<file path="config.mk">
export PLATFORM = sky130hd
export DESIGN_NAME = pc_trace_buffer
export DESIGN_NICKNAME = d
export VERILOG_FILES = /design/src/rtl/pc_trace_buffer.sv
export SDC_FILE = /design/constraint.sdc
export NUM_CORES = 2
export LEC_CHECK = 0
export CAP_MARGIN = 30
export CORE_MARGIN = 3
export CORE_UTILIZATION = 55
export DETAILED_ROUTE_END_ITERATION = 7
export PLACE_DENSITY_LB_ADDON = 0.05
export SLEW_MARGIN = 20
export SYNTH_ARGS = -nofsm -noshare
export SYNTH_HDL_FRONTEND = slang
export SYNTH_SLANG_ARGS = --single-unit
</file>
<file path="constraint.sdc">
create_clock -name clk -period 22.5 [get_ports clk]
set_input_delay 4.5 -clock clk [delete_from_list [all_inputs] [get_ports clk]]
set_output_delay 4.5 -clock clk [all_outputs]
set_load 0.05 [all_outputs]
</file>
<file path="src/rtl/pc_trace_buffer.sv">
// -----------------------------------------------------------------------------
// pc_trace_buffer
//
// Execution trace sink for the core's debug outputs (debug_pc / inst_debug).
// Once armed, it waits for a retired instruction whose PC matches trig_pc,
// then captures up to DEPTH retired (PC, instruction) pairs into a FIFO.
// The FIFO drains through a valid/ready read port in every state.
//
// State encoding on the `state` port:
//   0 IDLE, 1 ARMED, 2 CAPTURE, 3 DONE
//
// Optional feature (macro PC_TRACE_TIMESTAMP_EN):
//   Adds a free-running 32-bit cycle counter. Each entry also stores the
//   counter value seen at its write edge. The head timestamp is presented
//   on rd_time, which reads 0 while the FIFO is empty. With the macro
//   undefined, the counter, the extra storage and the rd_time port are absent.
//
// Parameters:
//   DEPTH   FIFO entries (power of two, >= 2)
//   PC_W    PC field width
//   INST_W  instruction field width
//
// Ports:
//   clk       rising-edge clock
//   reset     asynchronous active-low reset
//   in_valid  retired instruction present on in_pc/in_inst
//   in_pc     retired PC
//   in_inst   retired instruction
//   trig_pc   PC value that starts capture
//   arm       one-cycle pulse, IDLE -> ARMED
//   stop      one-cycle pulse, CAPTURE -> DONE
//   rd_valid  head entry valid
//   rd_ready  consumer accepts head entry
//   rd_pc     head entry PC (0 when empty)
//   rd_inst   head entry instruction (0 when empty)
//   count     occupied entries
//   state     current state
//   rd_time   head entry timestamp (only with PC_TRACE_TIMESTAMP_EN)
// -----------------------------------------------------------------------------
module pc_trace_buffer #(
  parameter int DEPTH  = 16,
  parameter int PC_W   = 64,
  parameter int INST_W = 32
) (
  input  logic                     clk,
  input  logic                     reset,
  input  logic                     in_valid,
  input  logic [PC_W-1:0]          in_pc,
  input  logic [INST_W-1:0]        in_inst,
  input  logic [PC_W-1:0]          trig_pc,
  input  logic                     arm,
  input  logic                     stop,
  output logic                     rd_valid,
  input  logic                     rd_ready,
  output logic [PC_W-1:0]          rd_pc,
  output logic [INST_W-1:0]        rd_inst,
  output logic [$clog2(DEPTH):0]   count,
  output logic [1:0]               state
`ifdef PC_TRACE_TIMESTAMP_EN
  ,
  output logic [31:0]              rd_time
`endif
);

  localparam int PTR_W = $clog2(DEPTH);
  localparam int CNT_W = PTR_W + 1;

`ifdef PC_TRACE_TIMESTAMP_EN
  localparam int TS_W  = 32;
  localparam int ENT_W = TS_W + PC_W + INST_W;
`else
  localparam int ENT_W = PC_W + INST_W;
`endif

  typedef enum logic [1:0] {
    ST_IDLE    = 2'd0,
    ST_ARMED   = 2'd1,
    ST_CAPTURE = 2'd2,
    ST_DONE    = 2'd3
  } state_t;

  state_t             state_r;
  state_t             state_next_s;

  logic [PTR_W-1:0]   wr_ptr_r;
  logic [PTR_W-1:0]   rd_ptr_r;
  logic [CNT_W-1:0]   count_r;

  logic [PTR_W-1:0]   wr_ptr_next_s;
  logic [PTR_W-1:0]   rd_ptr_next_s;
  logic [CNT_W-1:0]   count_next_s;

  logic               empty_s;
  logic               full_s;
  logic               pop_s;
  logic               wr_en_s;
  logic               clear_s;
  logic               trig_hit_s;

  logic [ENT_W-1:0]   mem_r [DEPTH];
  logic [ENT_W-1:0]   wr_entry_s;
  logic [ENT_W-1:0]   head_entry_s;

`ifdef PC_TRACE_TIMESTAMP_EN
  logic [TS_W-1:0]    ts_r;

  // Free-running cycle counter; wraps naturally at 2^32.
  always_ff @(posedge clk or negedge reset) begin
    if (!reset) begin
      ts_r <= 32'd0;
    end else begin
      ts_r <= ts_r + 32'd1;
    end
  end
`endif

  // Occupancy flags and handshake qualification.
  always_comb begin
    empty_s    = (count_r == {CNT_W{1'b0}});
    full_s     = (count_r == CNT_W'(DEPTH));
    pop_s      = (!empty_s) && rd_ready;
    trig_hit_s = in_valid && (in_pc == trig_pc);
    clear_s    = (state_r == ST_IDLE) && arm;
  end

  // Write enable: trigger entry in ARMED, then every in_valid while space
  // exists in CAPTURE. A same-cycle pop frees a slot even when full.
  always_comb begin
    wr_en_s = 1'b0;
    case (state_r)
      ST_ARMED:   wr_en_s = trig_hit_s;
      ST_CAPTURE: wr_en_s = in_valid && ((!full_s) || pop_s);
      ST_IDLE:    wr_en_s = 1'b0;
      ST_DONE:    wr_en_s = 1'b0;
      default:    wr_en_s = 1'b0;
    endcase
  end

  // Next pointer and count values. Arming discards all stale contents.
  always_comb begin
    wr_ptr_next_s = wr_ptr_r;
    rd_ptr_next_s = rd_ptr_r;
    count_next_s  = count_r;
    if (clear_s) begin
      wr_ptr_next_s = {PTR_W{1'b0}};
      rd_ptr_next_s = {PTR_W{1'b0}};
      count_next_s  = {CNT_W{1'b0}};
    end else begin
      // Pointers wrap modulo DEPTH because DEPTH is a power of two.
      if (wr_en_s) begin
        wr_ptr_next_s = wr_ptr_r + PTR_W'(1);
      end else begin
        wr_ptr_next_s = wr_ptr_r;
      end
      if (pop_s) begin
        rd_ptr_next_s = rd_ptr_r + PTR_W'(1);
      end else begin
        rd_ptr_next_s = rd_ptr_r;
      end
      count_next_s = count_r + CNT_W'(wr_en_s) - CNT_W'(pop_s);
    end
  end

  // Next-state decode. Exits are judged on the post-edge count so that
  // CAPTURE stops exactly at full and DONE leaves on the final pop.
  always_comb begin
    state_next_s = state_r;
    case (state_r)
      ST_IDLE: begin
        if (arm) begin
          state_next_s = ST_ARMED;
        end else begin
          state_next_s = ST_IDLE;
        end
      end
      ST_ARMED: begin
        if (trig_hit_s) begin
          state_next_s = ST_CAPTURE;
        end else begin
          state_next_s = ST_ARMED;
        end
      end
      ST_CAPTURE: begin
        if (stop || (count_next_s == CNT_W'(DEPTH))) begin
          state_next_s = ST_DONE;
        end else begin
          state_next_s = ST_CAPTURE;
        end
      end
      ST_DONE: begin
        if (count_next_s == {CNT_W{1'b0}}) begin
          state_next_s = ST_IDLE;
        end else begin
          state_next_s = ST_DONE;
        end
      end
      default: state_next_s = ST_IDLE;
    endcase
  end

  // Control registers; an asynchronous reset drops any capture in progress.
  always_ff @(posedge clk or negedge reset) begin
    if (!reset) begin
      state_r  <= ST_IDLE;
      wr_ptr_r <= {PTR_W{1'b0}};
      rd_ptr_r <= {PTR_W{1'b0}};
      count_r  <= {CNT_W{1'b0}};
    end else begin
      state_r  <= state_next_s;
      wr_ptr_r <= wr_ptr_next_s;
      rd_ptr_r <= rd_ptr_next_s;
      count_r  <= count_next_s;
    end
  end

  // Entry packing for the storage array.
  always_comb begin
`ifdef PC_TRACE_TIMESTAMP_EN
    wr_entry_s = {ts_r, in_pc, in_inst};
`else
    wr_entry_s = {in_pc, in_inst};
`endif
  end

  // Storage array; contents are deliberately left unreset.
  always_ff @(posedge clk) begin
    if (wr_en_s) begin
      mem_r[wr_ptr_r] <= wr_entry_s;
    end
  end

  // Head read is combinational and masked to zero while empty.
  always_comb begin
    if (empty_s) begin
      head_entry_s = {ENT_W{1'b0}};
    end else begin
      head_entry_s = mem_r[rd_ptr_r];
    end
  end

  // Output mapping.
  always_comb begin
    rd_valid = !empty_s;
    rd_inst  = head_entry_s[INST_W-1:0];
    rd_pc    = head_entry_s[INST_W +: PC_W];
    count    = count_r;
    state    = state_r;
`ifdef PC_TRACE_TIMESTAMP_EN
    rd_time  = head_entry_s[INST_W+PC_W +: TS_W];
`endif
  end

endmodule

</file>
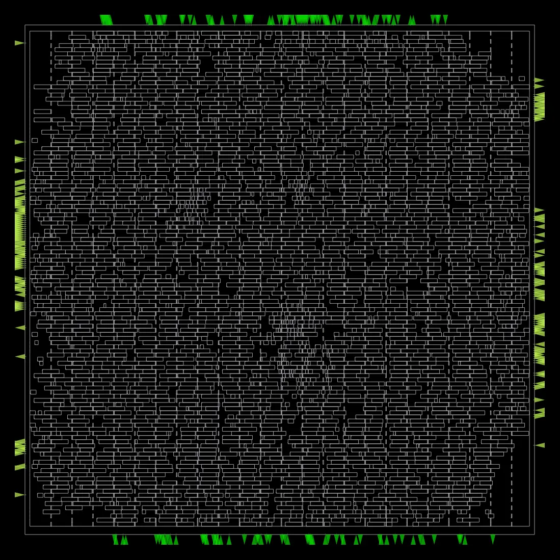
(cell outlines without signal wires)
FILL cells: 7023
tap cell count: 1403
std cell rows: 120
core box area: 108000 µm²

==> summary.txt <==
Results of the implementation run.

The DRC violation count after routing came out at 0. Ranked by total area, the top cell class in this layout is sequential cells. The static power due to leakage came out at 0.0216 µW. The CTS H-tree depth came out at 4. The number of CTS-inserted buffers came out at 157. The number of slew-limit violations in the final report came out at 0. The repair_antennas step left the layout with diodes totalling 13. According to the Yosys statistics, the synthesized design has a chip area of 59900 µm². The worst setup path is launched from a flip-flop. The number of placed instances with taps included is 4069.

The time the worst path needs with I/O delays and setup came out at 9.83 ns. Per the post-synthesis report, the nets total 2635. The y dimension of the die came out at 336 µm. For reference, the top logic cell family by area is multiplexers. The sequential area share after synthesis is 77.7%.

The number of DRC markers in iteration 0 came out at 3195. Logic depth along the worst register-to-register path is recorded as 9. The run finished with clean final reports. Once layout is complete, the utilization of the core stands at 64.6%.

The origin of the worst min-delay path is wr_ptr_r[1]$_DFFE_PN0P_. The number of buffers inserted to repair setup after CTS is 0. Endpoints failing hold in the final report were tallied at 0. By count the netlist is led by sky130_fd_sc_hd__edfxtp_1 (1536), sky130_fd_sc_hd__mux4_2 (480), sky130_fd_sc_hd__and2_1 (106), sky130_fd_sc_hd__clkbuf_1 (78), sky130_fd_sc_hd__xor2_1 (33). The number of synthesis warnings is 0. The overall routed net length is 143000 µm.

The final setup slack of the worst path came out at 12.67 ns. The stage-log warning count came out at 37. The worst setup slack after placement came out at 12.13 ns. The count of different cell masters after synthesis came out at 43. The critical path ends at rd_pc[61].

The floorplan report gives the top-level pin count as 270. The number of global-route vias before repair came out at 28991. The synthesized design contains 1551 register bits. The area share of the largest cell type after synthesis came out at 77.1%.

The clock buffer count in the final layout is 208. The number of non-clock inverters in the layout came out at 28. The clock latency on the worst-skew pair is 0.76 ns. The final net count is 3007.

The synthesized-area fraction occupied by ao, oa, aoi and oai cells is 0.372%. The combinational gate count came out at 755. The post-synthesis instance area is 59900 µm². STA shows the worst min-delay path finishing at wr_ptr_r[1]$_DFFE_PN0P_. The fraction of layout cells with a size suffix above 1 came out at 26.2%. The combined flip-flop and latch cell area came out at 46500 µm². According to the CTS report, the clock sink count is 1551. The x dimension of the die came out at 336 µm. The chip area is 113000 µm². Post-synth the commonest register cell is sky130_fd_sc_hd__edfxtp_1. The endpoint identified for the worst register-to-register timing path is mem_r[10][49]$_DFFE_PP_.

The simple-gate share of the synthesized area came out at 1.84%. There are 1551 flip-flops and latches. The register-to-register path setup slack came out at 17.68 ns.

The fraction of standard cell area in multi-input logic came out at 18.5%. STA puts the critical path data arrival time at 5.33 ns. The clock root buffer master is sky130_fd_sc_hd__clkbuf_16.

The relative area change from synthesis to final layout came out at 16.1%. The worst path uses 43.7% of the clock period. The total overflow left after global routing is 0. The final-report setup violation count is 0. The total negative slack for setup checks came out at 0 ns. The fraction of the core area occupied by cells at floorplan is 55.7%.

The worst-case headroom to the max-slew limit is 28.5%. The fraction of standard cell area that is sequential came out at 67.0%. The beginning of the worst register-to-register path is state[0]$_DFF_PN0_. The worst-case clock skew is 0.0223 ns. Post-CTS repair ended up resizing 0 cells. The maximum clock frequency is 102 MHz. The count of cells along the worst hold path came out at 2.

The combinational cell area excluding buffers and inverters came out at 12800 µm². The post-CTS hold buffer count recorded in the log is 0.
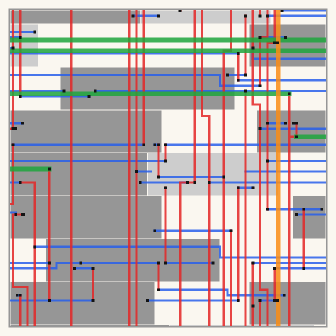
(zoomed window)
Region (242, 242) to (262, 262) µm. Cells in gray, sequential cells in the stronger gray; small squares are vias.
blue -> M1
red -> M2
orange -> M4
green -> M3
most frequent = edfxtp_1 (6), xnor2_1 (1), mux4_2 (1)
cells with their middle in the window = 8
sequential cells in the window = 6
netlist names of flops here include = `mem_r` (6)

cells in the final DEF (no fill, tap or decap), types with 28 or more instances in the layout:
master	instances
sky130_fd_sc_hd__edfxtp_1	1536
sky130_fd_sc_hd__mux4_2	480
sky130_fd_sc_hd__clkdlybuf4s50_1	269
sky130_fd_sc_hd__clkbuf_16	165
sky130_fd_sc_hd__and2_1	98
sky130_fd_sc_hd__buf_4	52
sky130_fd_sc_hd__clkbuf_1	43
sky130_fd_sc_hd__clkinv_1	37
sky130_fd_sc_hd__xor2_1	33
sky130_fd_sc_hd__inv_1	28
worst max-delay path, stage by stage, from the launching register on:
cell and delay, ns:
sky130_fd_sc_hd__dfrtp_4 0.72, sky130_fd_sc_hd__buf_16 0.29, sky130_fd_sc_hd__buf_4 0.62, sky130_fd_sc_hd__buf_12 0.77
sky130_fd_sc_hd__mux4_2 0.62, sky130_fd_sc_hd__mux4_2 0.49, sky130_fd_sc_hd__and2_1 0.18, sky130_fd_sc_hd__clkdlybuf4s50_1 0.80
where the power goes:
group          switching, µW  internal [µW]
clock network           1040           1400
registers               67.3           3190
logic                   1580           1300
total                   2690           5890
state kept, by name, indices dropped and copies added, names as in the netlist:
signal,flops
wr_ptr_r,4
rd_ptr_r,4
mem_r,1536
state,2
count,5
per-layer routing:
metal / track usage, % / up-vias / part of all wire, %
met4: 8.12 / 26 / 2.7
met2: 40.5 / 1092 / 49
met3: 6.28 / 211 / 8.2
met1: 36.9 / 14932 / 40
li1: - / 11314 / -
met5: 0 / - / 0.11
through the flow:
stage / instance area, µm² / total power [µW]
detailed placement: 64500 / 6220
global route: 69500 / 8890
floorplan: 59900 / 5340
finish: 69500 / 8580
global placement: 64300 / 6200
CTS: 69300 / 8660
Power figures rest on the tool's default switching activity, not on a simulated workload.
